### Congestion heat map, run 1

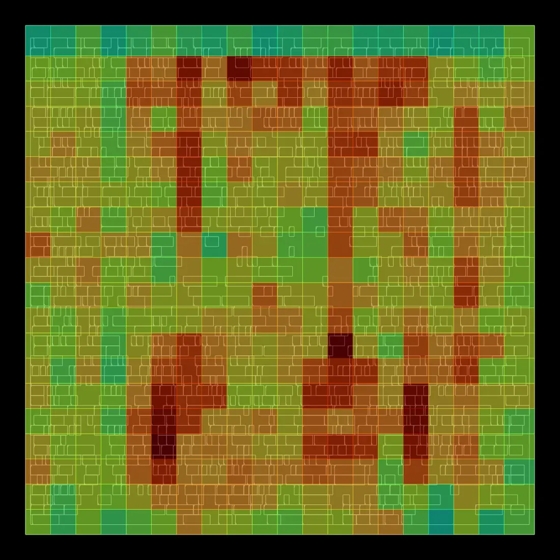
### Clock network drawn from the DEF, run 1

Drawn at 3 px/um.
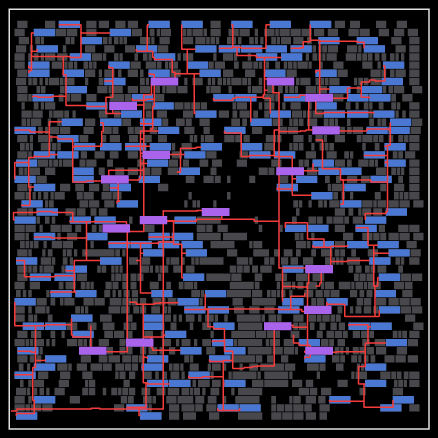
### M4 wires, run 1

Drawn at 3 px/um. Supply wires on this layer in gray.
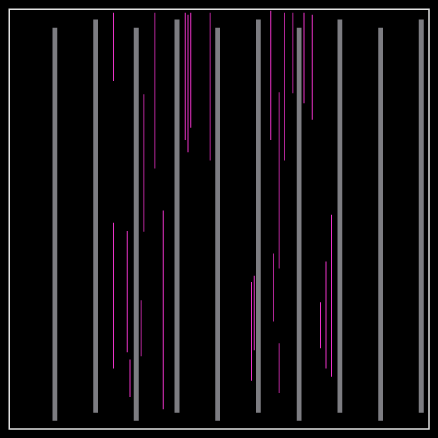
**src/rtl/riscv_32i_defs_pkg.sv**
```systemverilog
// Shared RV32I datapath types used by the operand fetch stage and its scoreboard.
package riscv_32i_defs_pkg;

  localparam int NUM_REGS = 32;

  typedef logic [4:0]  rf_addr_t;
  typedef logic [31:0] word_t;

  typedef struct packed {
    word_t    op1;
    word_t    op2;
    word_t    pc;
    word_t    imm;
    rf_addr_t rd;
    logic     rd_wr;
  } of_pkt_t;

  // x0 never maps to a bit, so x0 can never become busy
  function automatic logic [NUM_REGS-1:0] reg_onehot(input rf_addr_t r, input logic en);
    logic [NUM_REGS-1:0] m;
    m = '0;
    if (en && r != '0) m[r] = 1'b1;
    return m;
  endfunction

endpackage

```
**src/rtl/of_scoreboard.sv**
```systemverilog
// Register busy scoreboard: set on issue, cleared by writeback or by flushing a held writer.
module of_scoreboard
  import riscv_32i_defs_pkg::*;
(
  input  logic                clk,
  input  logic                rst,
  input  logic                set_en,
  input  logic [4:0]          set_reg,
  input  logic                clr_en,
  input  logic [4:0]          clr_reg,
  input  logic                fl_en,
  input  logic [4:0]          fl_reg,
  output logic [NUM_REGS-1:0] busy
);

  logic [NUM_REGS-1:0] set_mask, clr_mask, fl_mask;

  assign set_mask = reg_onehot(set_reg, set_en);
  assign clr_mask = reg_onehot(clr_reg, clr_en);
  assign fl_mask  = reg_onehot(fl_reg,  fl_en);

  // set applied last so a same-cycle set beats any clear
  always_ff @(posedge clk) begin
    if (rst) busy <= '0;
    else     busy <= (busy & ~clr_mask & ~fl_mask) | set_mask;
  end

endmodule

```
**src/rtl/operand_fetch.sv**
```systemverilog
// Operand fetch stage: RF read, RAW/WAW hazard stall, one-entry output register.
// Define OPERAND_FETCH_BYPASS_EN to forward same-cycle writeback data to waiting consumers.
module operand_fetch
  import riscv_32i_defs_pkg::*;
#(
  parameter int STALL_CNT_W = 16
) (
  input  logic                   clk,
  input  logic                   rst,
  input  logic                   in_valid,
  output logic                   in_ready,
  input  logic [4:0]             in_rs1,
  input  logic [4:0]             in_rs2,
  input  logic [4:0]             in_rd,
  input  logic                   in_rd_wr,
  input  logic [31:0]            in_pc,
  input  logic [31:0]            in_imm,
  output logic [4:0]             rf_rd_reg_1,
  output logic [4:0]             rf_rd_reg_2,
  input  logic [31:0]            rf_rd_data_1,
  input  logic [31:0]            rf_rd_data_2,
  input  logic                   wb_en,
  input  logic [4:0]             wb_reg,
  input  logic [31:0]            wb_data,
  input  logic                   flush,
  output logic                   out_valid,
  input  logic                   out_ready,
  output logic [31:0]            out_op1,
  output logic [31:0]            out_op2,
  output logic [31:0]            out_pc,
  output logic [31:0]            out_imm,
  output logic [4:0]             out_rd,
  output logic                   out_rd_wr,
  output logic [STALL_CNT_W-1:0] stall_cnt
);

  logic [NUM_REGS-1:0] busy, eff_busy;
  logic [1:0][4:0]     rs;
  logic [1:0][31:0]    rf_data, op;
  logic [1:0]          raw, byp;
  logic                waw, hazard, issue;
  of_pkt_t             pkt, out_q;

  assign rf_rd_reg_1 = in_rs1;
  assign rf_rd_reg_2 = in_rs2;
  assign rs      = {in_rs2, in_rs1};
  assign rf_data = {rf_rd_data_2, rf_rd_data_1};

`ifdef OPERAND_FETCH_BYPASS_EN
  assign eff_busy = busy & ~reg_onehot(wb_reg, wb_en);
`else
  assign eff_busy = busy;
`endif

  for (genvar g = 0; g < 2; g++) begin : g_src
    assign raw[g] = (rs[g] != '0) && eff_busy[rs[g]];
`ifdef OPERAND_FETCH_BYPASS_EN
    assign byp[g] = wb_en && (wb_reg == rs[g]) && (rs[g] != '0);
`else
    assign byp[g] = 1'b0;
`endif
    assign op[g] = (rs[g] == '0) ? '0 : (byp[g] ? wb_data : rf_data[g]);
  end

  assign waw      = in_rd_wr && (in_rd != '0) && eff_busy[in_rd];
  assign hazard   = (|raw) || waw;
  assign in_ready = !hazard && !flush && (!out_valid || out_ready);
  assign issue    = in_valid && in_ready;

  always_comb begin
    pkt       = '0;
    pkt.op1   = op[0];
    pkt.op2   = op[1];
    pkt.pc    = in_pc;
    pkt.imm   = in_imm;
    pkt.rd    = in_rd;
    pkt.rd_wr = in_rd_wr;
  end

  // data only moves on issue, so a stalled output holds stable
  always_ff @(posedge clk) begin
    if (rst) begin
      out_q     <= '0;
      out_valid <= 1'b0;
    end else if (flush) begin
      out_valid <= 1'b0;
    end else if (issue) begin
      out_q     <= pkt;
      out_valid <= 1'b1;
    end else if (out_ready) begin
      out_valid <= 1'b0;
    end
  end

  always_ff @(posedge clk) begin
    if (rst)                                        stall_cnt <= '0;
    else if (in_valid && hazard && stall_cnt != '1) stall_cnt <= stall_cnt + STALL_CNT_W'(1);
  end

  assign out_op1   = out_q.op1;
  assign out_op2   = out_q.op2;
  assign out_pc    = out_q.pc;
  assign out_imm   = out_q.imm;
  assign out_rd    = out_q.rd;
  assign out_rd_wr = out_q.rd_wr;

  of_scoreboard u_sb (
    .clk     (clk),
    .rst     (rst),
    .set_en  (issue && in_rd_wr),
    .set_reg (in_rd),
    .clr_en  (wb_en),
    .clr_reg (wb_reg),
    .fl_en   (flush && out_valid && out_q.rd_wr),
    .fl_reg  (out_q.rd),
    .busy    (busy)
  );

endmodule

```
**config.mk**
```make
export PLATFORM = sky130hd
export DESIGN_NAME = operand_fetch
export DESIGN_NICKNAME = d
export VERILOG_FILES = /design/src/rtl/riscv_32i_defs_pkg.sv /design/src/rtl/of_scoreboard.sv /design/src/rtl/operand_fetch.sv
export SDC_FILE = /design/constraint.sdc
export NUM_CORES = 1
export LEC_CHECK = 0
export CORE_UTILIZATION = 43
export CTS_CLUSTER_DIAMETER = 100
export CTS_CLUSTER_SIZE = 12
export DETAILED_ROUTE_END_ITERATION = 10
export GPL_TIMING_DRIVEN = 0
export PLACE_DENSITY_LB_ADDON = 0.15
export SLEW_MARGIN = 20
export SYNTH_ARGS = -nofsm -noshare
export SYNTH_HDL_FRONTEND = slang
export SYNTH_HIERARCHICAL = 1
export SYNTH_SLANG_ARGS = --single-unit
```
**constraint.sdc**
```tcl
create_clock -name clk -period 4.7 [get_ports clk]
set_input_delay 0.94 -clock clk [delete_from_list [all_inputs] [get_ports clk]]
set_output_delay 0.94 -clock clk [all_outputs]
set_load 0.005 [all_outputs]
```
==> impl_metrics.ini, run 1 <==
; synthesis and place-and-route metrics
[routing]
ant_nets = 0
vias_per_cell = 5.526
route.detailed.drc = 0
drt-pass1-iter-count = 5

[power_and_ir_drop]
p_seq_share_pct = 45.7
p_leak_nw = 4.266
netSwitchingPower_mw = 0.9147
p_sw_share_pct = 25.79
p_int_mw = 2.632
finalPower_mw = 3.547
cellPowerDensity_mw_per_mm2 = 291.9

[logic_synthesis]
yosysWarnings = 6
numSynthFlops = 183
synth_top_area_share_pct = 45.12
ys_seq_share_pct = 45.12
common_cells = nand2_1 (186), dfxtp_1 (183), a21oi_1 (115), clkbuf_1 (51), nand3_1 (51)
synth_cell_type_count = 52

[grt]
grt_usage_pct = 28.99
first_global_vias = 8001
antenna_found_initial = 1

[clock_tree]
cts_max_path_buffers = 2
numCtsBuffers = 17
cts.clk_slew.worst_paths_ns = 0.07
h-tree-depth = 4
clock-sinks = 183

[final_layout]
design_area_mm2 = 0.01215
syn_to_final_growth_pct = 49.65
layout-drive-gt1-share_pct = 9.333

[floorplanning]
die_h_um = 139.4
core_area_mm2 = 0.01821
die_area_mm2 = 0.01944

[critical_path]
critical_path_required_ns = 3.76
start_kind = input pin
critPathMaxFanout = 10

[timing]
period_used_pct = 96.29
hold_viol = 0

[hold_path]
hp-class = reg -> reg

[flow_run]
tool_warnings = 58

[outcome]
outcome = complete, no violations

[placed_design]
place_area_mm2 = 0.01153
## Picture notes: 'Congestion heat map'
most used routing layer: met2
global routing usage on met3: 7.536%
met1 GRT Util: 36.47%
fin util: 66.74%

## Picture notes: 'Clock network drawn from the DEF'
[blue] flip-flops | count: 183
[red] clock wires | length: 2240 um
[purple] cells driving clock nets | count: 17
routed clock nets: 18
flops lie: spread over the die
worst skew pair latency: 0.43 ns
clock share of power: 40.1%
clock group power: 1.42 mW
clk_skew: 0.01191 ns

## Picture notes: 'M4 wires'
wire length on this layer: 921 um
main direction: vertical
Post-Route WL: 27980 um
vias: 8316

run 1: final timing paths:
| check | start | endpoint | slack (ns) | cells past startpoint |
|---|---|---|---|---|
| setup / recovery | in_rd[2] | in_ready | 0.17 | 9 |
| hold / removal | out_op1[28]$_SDFFE_PP0P_ | out_op1[28]$_SDFFE_PP0P_ | 0.45 | 2 |
| setup reg to reg | u_sb/busy[23]$_SDFF_PP0_ | u_sb/busy[23]$_SDFF_PP0_ | 1.10 | 12 |
| hold reg to reg | out_op1[28]$_SDFFE_PP0P_ | out_op1[28]$_SDFFE_PP0P_ | 0.45 | 2 |
run 1: power by group through the flow:
stage / clock [mW] / sequential (mW) / combinational (mW)
finish: 1.42 / 1.62 / 0.504
global route: 1.51 / 1.63 / 0.542
CTS: 1.44 / 1.62 / 0.502
detailed placement: 0 / 1.66 / 0.498
global placement: 0 / 1.66 / 0.495
floorplan: 0 / 1.66 / 0.188
run 1: worst max-delay path, cell delays in order:
cell             delay [ns]
clkdlybuf4s50_1        0.59
buf_6                  0.20
mux4_2                 0.30
mux2_1                 0.35
o22ai_1                0.14
or4_4                  0.18
nand3_1                0.14
nor3_2                 0.20
clkdlybuf4s50_1        0.54
run 1: final cells by class:
cell class	count	area, um2
clock inverters	14	138.9
clock buffers	18	439.2
inverters	37	138.9
flip-flops and latches	183	3664
diodes	1	2.502
plain buffers	85	414.1
multi-input cells	624	3925
well taps	229	286.5
repair buffers	314	3143
fillers	1564	6057
run 1: flip-flops by register name, summed over array words and instances, names as in the netlist:
| register | flops |
|---|---|
| out_imm | 32 |
| out_op2 | 32 |
| out_rd_wr | 1 |
| stall_cnt | 16 |
| u_sb/busy | 32 |
| out_valid | 1 |
| out_rd | 5 |
| out_pc | 32 |
| out_op1 | 32 |
run 1: layer usage:
layer,wire length [um],global-route usage (%)
met3,2435,7.536
met4,920,13.04
met5,0,0
met1,11690,36.47
met2,12940,46.68
run 1: logic make-up (layout without fill, tap and decap cells):
| group | after synthesis | after routing | synth area share [%] |
|---|---|---|---|
| other cells | 0 | 1 | 0 |
| fa+ha+maj | 1 | 1 | 0.1541 |
| flops | 183 | 183 | 45.12 |
| compound gates | 231 | 231 | 18.32 |
| simple gates | 352 | 352 | 21.32 |
| buf+inv | 122 | 468 | 6.687 |
| mux | 40 | 40 | 8.397 |
run 1: layout by cell type, fill, tap and decap left out, types with 3 or more instances in the layout:
master,netlist,final
nand2_1,186,186
nand3b_1,3,3
clkinvlp_4,0,3
clkdlybuf4s50_1,0,310
nand4bb_1,6,6
o22ai_1,32,32
or4_1,9,9
o32ai_1,31,31
nor2b_1,9,9
a31o_1,4,4
nor2_1,8,8
clkinv_4,0,3
mux2i_1,13,13
buf_1,8,8
clkbuf_16,0,17
nand4_1,6,6
nand3_1,51,51
nand4b_1,6,6
and3_1,38,38
mux4_2,22,22
nand2b_1,6,6
mux2_1,3,3
a21oi_1,115,115
a31o_2,28,28
nor3_1,5,4
buf_4,11,13
and2_1,3,3
inv_6,0,5
dfxtp_1,183,183
clkbuf_1,51,51
buf_2,11,10
buf_6,4,4
o31ai_1,10,10
inv_1,37,37
run 1: what timing repair did:
action                                  CTS  global route
resized                                   1             8
endpoints found under the setup margin    1            16
buffers inserted                          2             0
### Cell area per tile, run 1

Drawn at 3 px/um. The die is cut into 14 by 14 equal tiles; dark blue is low, red is high, 0 to 100% covered.
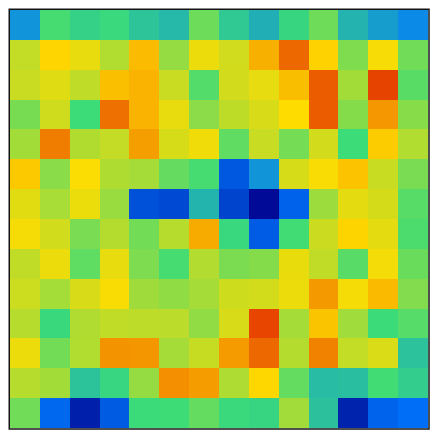

## Run 2: what changed since run 1
Settings changed: SETUP_SLACK_MARGIN set to 0.15.
### Cell area per tile, run 2

Drawn at 3 px/um. The die is cut into 14 by 14 equal tiles; dark blue is low, red is high, 0 to 100% covered.
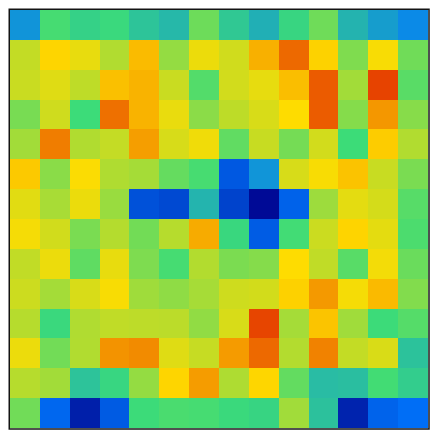
tiles over 75% full: 17%
fullest tile: 92%
mean over tiles: 61%
emptiest ninth of the die: middle

### M4 wires, run 2

Drawn at 3 px/um. Supply wires on this layer in gray.
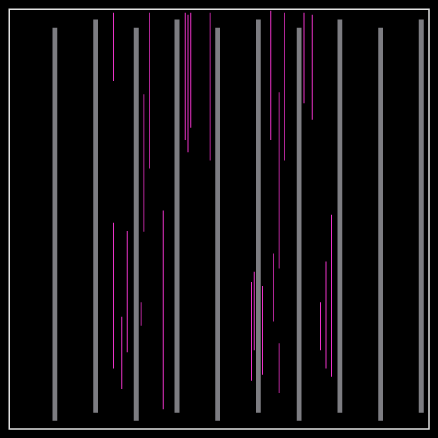
nets with wire on the layer: 22
longest straight run: 66.0 um
wire length on this layer: 926 um

==> impl_metrics.ini, run 2 <==
; synthesis and place-and-route metrics
[critical_path]
path_cells = dlygate4sd2_1, buf_8, mux4_2, mux2_1, o22ai_1, or4_4, nand3_1, nor3_2, clkdlybuf4s50_1
cp_slowest_cell = clkdlybuf4s50_1
critPathMaxFanout = 8
critPathMaxStageDelay_ns = 0.54
reg2reg_from = u_sb/busy[23]$_SDFF_PP0_
critical_path_required_ns = 3.76

[timing]
skew_ns = 0.01028
hold_viol = 0
period_used_pct = 93.43

[grt]
grt_usage_pct = 28.97
first_global_vias = 7999
antenna_found_initial = 1

[clock_tree]
clk_latency_ns = 0.43
h-tree-depth = 4
cts.clk_slew.worst_paths_ns = 0.07
cts_max_path_buffers = 2
clock-sinks = 183
numCtsBuffers = 17

[routing]
drt-pass1-iter-count = 4
vias = 8297
wirelength_um = 27990
ant_nets = 0
route.detailed.drc = 0
vias_per_cell = 5.513

[final_layout]
fill_cells = 1565
seqCellArea_mm2 = 0.003664
syn_to_final_growth_pct = 49.71

[floorplanning]
die_h_um = 139.4
die_area_mm2 = 0.01944
core_area_mm2 = 0.01821

[logic_synthesis]
common_cells = nand2_1 (186), dfxtp_1 (183), a21oi_1 (115), clkbuf_1 (51), nand3_1 (51)
yosysWarnings = 6
ys_seq_share_pct = 45.12

[outcome]
outcome = complete, no violations

[flow_run]
tool_warnings = 58

[hold_path]
hp-class = reg -> reg

[power_and_ir_drop]
p_leak_nw = 4.269
## run 2: cell count changes in the layout (fill, tap and decap cells not counted), sizes merged
cell	delta
clkdlybuf4s50	-1
dlygate4sd2	+1
## run 2: repair_timing
item	4_1_cts	5_1_grt
setup endpoints to repair	1	16
gates resized	4	6
hold buffers	0	0
gates cloned	0	0
setup buffers	2	0
endpoints found under the hold margin	0	0
## run 2: final timing paths
kind | to | slack (ns) | depth (start not counted)
setup / recovery | in_ready | 0.31 | 9
hold / removal | out_imm[4]$_SDFFE_PP0P_ | 0.45 | 2
setup reg to reg | u_sb/busy[23]$_SDFF_PP0_ | 1.11 | 12
hold reg to reg | out_imm[4]$_SDFFE_PP0P_ | 0.45 | 2
## run 2: through the flow
step | total power [mW] | util [%] | cell area, um2 | hold WS (ns) | setup slack (ns)
after floorplan | 1.848 | - | 8120 | 0.4483 | 1.059
after global placement | 2.151 | 63.32 | 11530 | 0.4381 | -0.1742
after detailed placement | 2.156 | 63.32 | 11530 | 0.4430 | -0.2013
after CTS | 3.564 | 66.63 | 12130 | 0.4533 | 0.1734
after global routing | 3.681 | 66.76 | 12160 | 0.4686 | 0.1536
final | 3.545 | 66.76 | 12160 | 0.4532 | 0.3087
## run 2: critical path, delay by kind of cell
| family | cells | cell delay [ns] |
|---|---|---|
| buffers and inverters | 3 | 1.01 |
| muxes | 2 | 0.85 |
| and+or+nand+nor | 3 | 0.51 |
| AOI/OAI and AO/OA | 1 | 0.14 |
## run 2: final cells by class
| class | instances | share of cell area (%) |
|---|---|---|
| timing repair buffer | 314 | 25.84 |
| multi-input combinational | 624 | 32.34 |
| sequential | 183 | 30.14 |
| tap | 229 | 2.357 |
| inverter | 37 | 1.142 |
| clock buffer | 18 | 3.613 |
| antenna | 1 | 0.02058 |
| buffer | 85 | 3.407 |
| clock inverter | 14 | 1.142 |
## run 2: cell families (layout without fill, tap and decap cells)
kind of cell | after synthesis | in the layout | share of synthesized area [%]
other | 0 | 1 | 0
muxes | 40 | 40 | 8.397
buffers and inverters | 122 | 468 | 6.687
AOI/OAI and AO/OA | 231 | 231 | 18.32
adders and majority gates | 1 | 1 | 0.1541
DFF | 183 | 183 | 45.12
and+or+nand+nor | 352 | 352 | 21.32
## run 2: report_power, final
group,switching (mW),internal (mW)
Combinational,0.226,0.278
Clock,0.660,0.759
Sequential,0.0269,1.60
Total,0.913,2.63
## run 2: routing by layer
metal | track usage, % | part of all wire, % | vias up
li1 | - | - | 4003
met5 | 0 | 0 | -
met4 | 13.04 | 3.3 | 0
met3 | 7.536 | 9.1 | 61
met1 | 36.47 | 41 | 3828
met2 | 46.60 | 46 | 405
Power and IR drop assume default switching activity.
